$ cat config.mk
export PLATFORM = sky130hd
export DESIGN_NAME = note_recorder
export DESIGN_NICKNAME = d
export VERILOG_FILES = /design/src/rtl/note_recorder_pkg.sv /design/src/rtl/note_rec_mem.sv /design/src/rtl/note_recorder.sv
export SDC_FILE = /design/constraint.sdc
export NUM_CORES = 1
export LEC_CHECK = 0
export CAP_MARGIN = 20
export CORE_MARGIN = 2
export CORE_UTILIZATION = 65
export DETAILED_ROUTE_END_ITERATION = 8
export GPL_TIMING_DRIVEN = 0
export PLACE_DENSITY = 0.79
export SETUP_SLACK_MARGIN = 0.5
export SLEW_MARGIN = 10
export SYNTH_ARGS = -nofsm -noshare
export SYNTH_HDL_FRONTEND = slang
export SYNTH_SLANG_ARGS = --single-unit
$ cat constraint.sdc
create_clock -name clk -period 7.7 [get_ports clk]
set_input_delay 1.925 -clock clk [delete_from_list [all_inputs] [get_ports clk]]
set_output_delay 1.925 -clock clk [all_outputs]
set_load 0.05 [all_outputs]
$ cat src/rtl/note_recorder_pkg.sv
// Shared note recorder types: sample/entry layout, FSM states, and the
// key-to-note priority decode also used by the free-mode key path.
package note_recorder_pkg;

    localparam int NOTE_W   = 4;
    localparam int OCT_W    = 2;
    localparam int SAMPLE_W = NOTE_W + OCT_W;

    localparam logic [NOTE_W-1:0] NOTE_REST = '0;

    // Entry is {note, octave, dur}; dur sits in the low bits.
    localparam int ENTRY_DUR_LSB = 0;

    function automatic int entry_oct_lsb(input int dur_w);
        return dur_w;
    endfunction

    function automatic int entry_note_lsb(input int dur_w);
        return dur_w + OCT_W;
    endfunction

    typedef enum logic [2:0] {
        IDLE,
        ARMED,
        CAPTURE,
        FLUSH,
        DONE
    } rec_state_t;

    typedef struct packed {
        logic [NOTE_W-1:0] note;
        logic [OCT_W-1:0]  oct;
    } sample_t;

    // Lowest pressed key wins; no key gives a rest.
    function automatic logic [NOTE_W-1:0] key_to_note(input logic [6:0] keys);
        logic [NOTE_W-1:0] n;
        priority case (1'b1)
            keys[0]: n = NOTE_W'(1);
            keys[1]: n = NOTE_W'(2);
            keys[2]: n = NOTE_W'(3);
            keys[3]: n = NOTE_W'(4);
            keys[4]: n = NOTE_W'(5);
            keys[5]: n = NOTE_W'(6);
            keys[6]: n = NOTE_W'(7);
            default: n = NOTE_REST;
        endcase
        return n;
    endfunction

endpackage

$ cat src/rtl/note_rec_mem.sv
// Simple dual-port event RAM with a registered read port.
// A read of the address being written returns the old contents.
module note_rec_mem
    import note_recorder_pkg::*;
#(
    parameter int DEPTH  = 64,
    parameter int ADDR_W = 6,
    parameter int DATA_W = 14
) (
    input  logic              clk,
    input  logic              reset,
    input  logic              wr_en,
    input  logic [ADDR_W-1:0] wr_addr,
    input  logic [DATA_W-1:0] wr_data,
    input  logic [ADDR_W-1:0] rd_addr,
    output logic [DATA_W-1:0] rd_data
);

    logic [DATA_W-1:0] mem [DEPTH];

    always_ff @(posedge clk) begin
        if (wr_en) begin
            mem[wr_addr] <= wr_data;
        end
    end

    always_ff @(posedge clk or negedge reset) begin
        if (!reset) begin
            rd_data <= '0;
        end else begin
            rd_data <= mem[rd_addr];
        end
    end

endmodule

$ cat src/rtl/note_recorder.sv
// Free-play recorder: turns key activity into {note, octave, dur} events.
// Define NOTE_RECORDER_DEBOUNCE_EN to accept only samples stable over two ticks.
module note_recorder
    import note_recorder_pkg::*;
#(
    parameter int TICK_DIV = 500000,
    parameter int DEPTH    = 64,
    parameter int ADDR_W   = 6,
    parameter int DUR_W    = 8
) (
    input  logic                      clk,
    input  logic                      reset,
    input  logic                      rec_en,
    input  logic                      clear,
    input  logic [6:0]                key_in,
    input  logic [OCT_W-1:0]          octave_keys,
    input  logic [ADDR_W-1:0]         rd_addr,
    output logic [SAMPLE_W+DUR_W-1:0] rd_data,
    output logic [ADDR_W:0]           count,
    output logic                      recording,
    output logic                      full
);

    localparam int ENTRY_W  = SAMPLE_W + DUR_W;
    localparam int OCT_LSB  = entry_oct_lsb(DUR_W);
    localparam int NOTE_LSB = entry_note_lsb(DUR_W);
    localparam int TICK_W   = (TICK_DIV > 1) ? $clog2(TICK_DIV) : 1;

    localparam logic [TICK_W-1:0] TICK_LAST = TICK_W'(TICK_DIV - 1);
    localparam logic [DUR_W-1:0]  DUR_MAX   = '1;
    localparam logic [DUR_W-1:0]  DUR_ONE   = DUR_W'(1);
    localparam logic [ADDR_W:0]   CNT_FULL  = (ADDR_W + 1)'(DEPTH);
    localparam logic [ADDR_W:0]   CNT_LAST  = (ADDR_W + 1)'(DEPTH - 1);

    logic [6:0]        key_s1, key_s2;
    logic [OCT_W-1:0]  oct_s1, oct_s2;
    logic [TICK_W-1:0] tick_cnt;
    logic              tick_p;

    sample_t           raw, samp, cur, cur_n;
    logic [DUR_W-1:0]  dur, dur_n;
    rec_state_t        state, state_n;
    logic [ADDR_W-1:0] wr_ptr;
    logic              wr_req, wr_en;
    logic [ENTRY_W-1:0] wr_entry;

    always_ff @(posedge clk or negedge reset) begin
        if (!reset) begin
            key_s1   <= '0;
            key_s2   <= '0;
            oct_s1   <= '0;
            oct_s2   <= '0;
            tick_cnt <= '0;
        end else begin
            key_s1   <= key_in;
            key_s2   <= key_s1;
            oct_s1   <= octave_keys;
            oct_s2   <= oct_s1;
            tick_cnt <= tick_p ? '0 : tick_cnt + TICK_W'(1);
        end
    end

    assign tick_p = (tick_cnt == TICK_LAST);

    always_comb begin
        raw.note = key_to_note(key_s2);
        raw.oct  = (raw.note == NOTE_REST) ? '0 : oct_s2;
    end

`ifdef NOTE_RECORDER_DEBOUNCE_EN
    sample_t prev_tick, stable;

    always_ff @(posedge clk or negedge reset) begin
        if (!reset) begin
            prev_tick <= '0;
            stable    <= '0;
        end else if (tick_p) begin
            prev_tick <= raw;
            if (raw == prev_tick) begin
                stable <= raw;
            end
        end
    end

    assign samp = stable;
`else
    assign samp = raw;
`endif

    always_comb begin
        state_n = state;
        cur_n   = cur;
        dur_n   = dur;
        wr_req  = 1'b0;
        unique case (state)
            IDLE: begin
                if (rec_en) state_n = ARMED;
            end
            ARMED: begin
                if (!rec_en) begin
                    state_n = IDLE;
                end else if (samp.note != NOTE_REST) begin
                    cur_n   = samp;
                    dur_n   = DUR_ONE;
                    state_n = CAPTURE;
                end
            end
            CAPTURE: begin
                if (!rec_en) begin
                    state_n = FLUSH;
                end else if (samp != cur) begin
                    wr_req = 1'b1;
                    cur_n  = samp;
                    dur_n  = DUR_ONE;
                end else if (tick_p) begin
                    // A saturated note is split; the tail keeps counting.
                    if (dur == DUR_MAX) begin
                        wr_req = 1'b1;
                        dur_n  = DUR_ONE;
                    end else begin
                        dur_n = dur + DUR_ONE;
                    end
                end
            end
            FLUSH: begin
                state_n = IDLE;
                wr_req  = (cur.note != NOTE_REST);
            end
            DONE: begin
                state_n = DONE;
            end
            default: begin
                state_n = IDLE;
            end
        endcase
        wr_en = wr_req && !full && !clear;
        if (wr_en && count == CNT_LAST) state_n = DONE;
        if (clear) state_n = IDLE;
    end

    always_comb begin
        wr_entry = '0;
        wr_entry[ENTRY_DUR_LSB +: DUR_W] = dur;
        wr_entry[OCT_LSB +: OCT_W]       = cur.oct;
        wr_entry[NOTE_LSB +: NOTE_W]     = cur.note;
    end

    always_ff @(posedge clk or negedge reset) begin
        if (!reset) begin
            state  <= IDLE;
            cur    <= '0;
            dur    <= '0;
            wr_ptr <= '0;
            count  <= '0;
        end else begin
            state <= state_n;
            cur   <= cur_n;
            dur   <= dur_n;
            if (clear) begin
                wr_ptr <= '0;
                count  <= '0;
            end else if (wr_en) begin
                wr_ptr <= wr_ptr + ADDR_W'(1);
                count  <= count + (ADDR_W + 1)'(1);
            end
        end
    end

    assign full      = (count == CNT_FULL);
    assign recording = (state == ARMED) || (state == CAPTURE);

    note_rec_mem #(
        .DEPTH  (DEPTH),
        .ADDR_W (ADDR_W),
        .DATA_W (ENTRY_W)
    ) u_mem (
        .clk     (clk),
        .reset   (reset),
        .wr_en   (wr_en),
        .wr_addr (wr_ptr),
        .wr_data (wr_entry),
        .rd_addr (rd_addr),
        .rd_data (rd_data)
    );

endmodule

==> images/met1.png <==
Supply wires on this layer in grey.
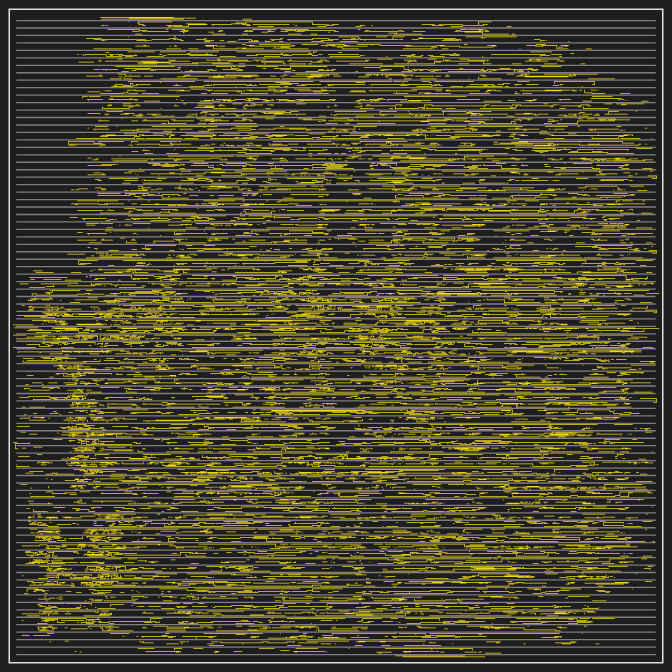
wire length on this layer: 30.7 mm
nets with wire on the layer: 1774
main direction: horizontal
longest straight run: 68.5 um
share of all routed wire: 36%
M1 GR Usage: 0.4219
vias: 18260
Routed WL: 86350 um

==> Changelog: implementation <==
### Physical design

- Status: finished, final reports clean
- Clk power: 4.23 mW
- Initial antenna violation count: 3
- Global route total overflow: 0
- Buffering overhead: 0.03689
- CTS max path bufs: 3
- Ao+oa area frac: 0.01775
- Placed insts: 2418
- Maximum capacitance violations: 0
- Final setup viols: 0
- CP cell instances: clkdlybuf4s50_1, nand2_1, a2111oi_4, clkbuf_1, nand4_1, nor2_2
- Die height: between 200 and 250 um
- TritonCTS Buffers: just under 90
- Worst reg-to-reg path cell count: 5
- Pre-CTS setup slack: 1.915 ns
- Post-synth EDFFs: roughly 830
- Synth top cells by count: edfxtp_1, mux4_2, dfrtp_1
- Routability Congestion: a little over 0.9
- Seq. cell area: 26980 um^2
- Row count: roughly 85
- Post_cts resized: 0
- FMAX: 193.7 MHz
- Adder Area Share: 0.001761
- Post-synth top flop: edfxtp_1
==> images/final_congestion.png <==
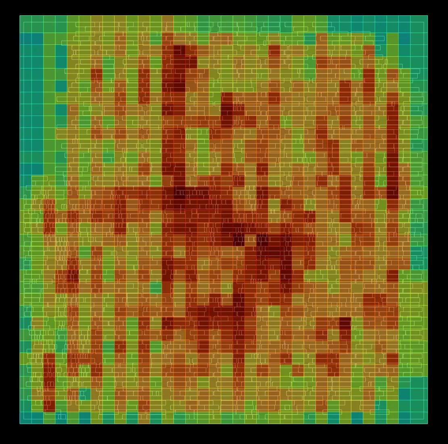
Core Util, Final: 0.7503
WL/cell: 33.51 um

No activity file was given, so power comes from the tool's default toggle rates.
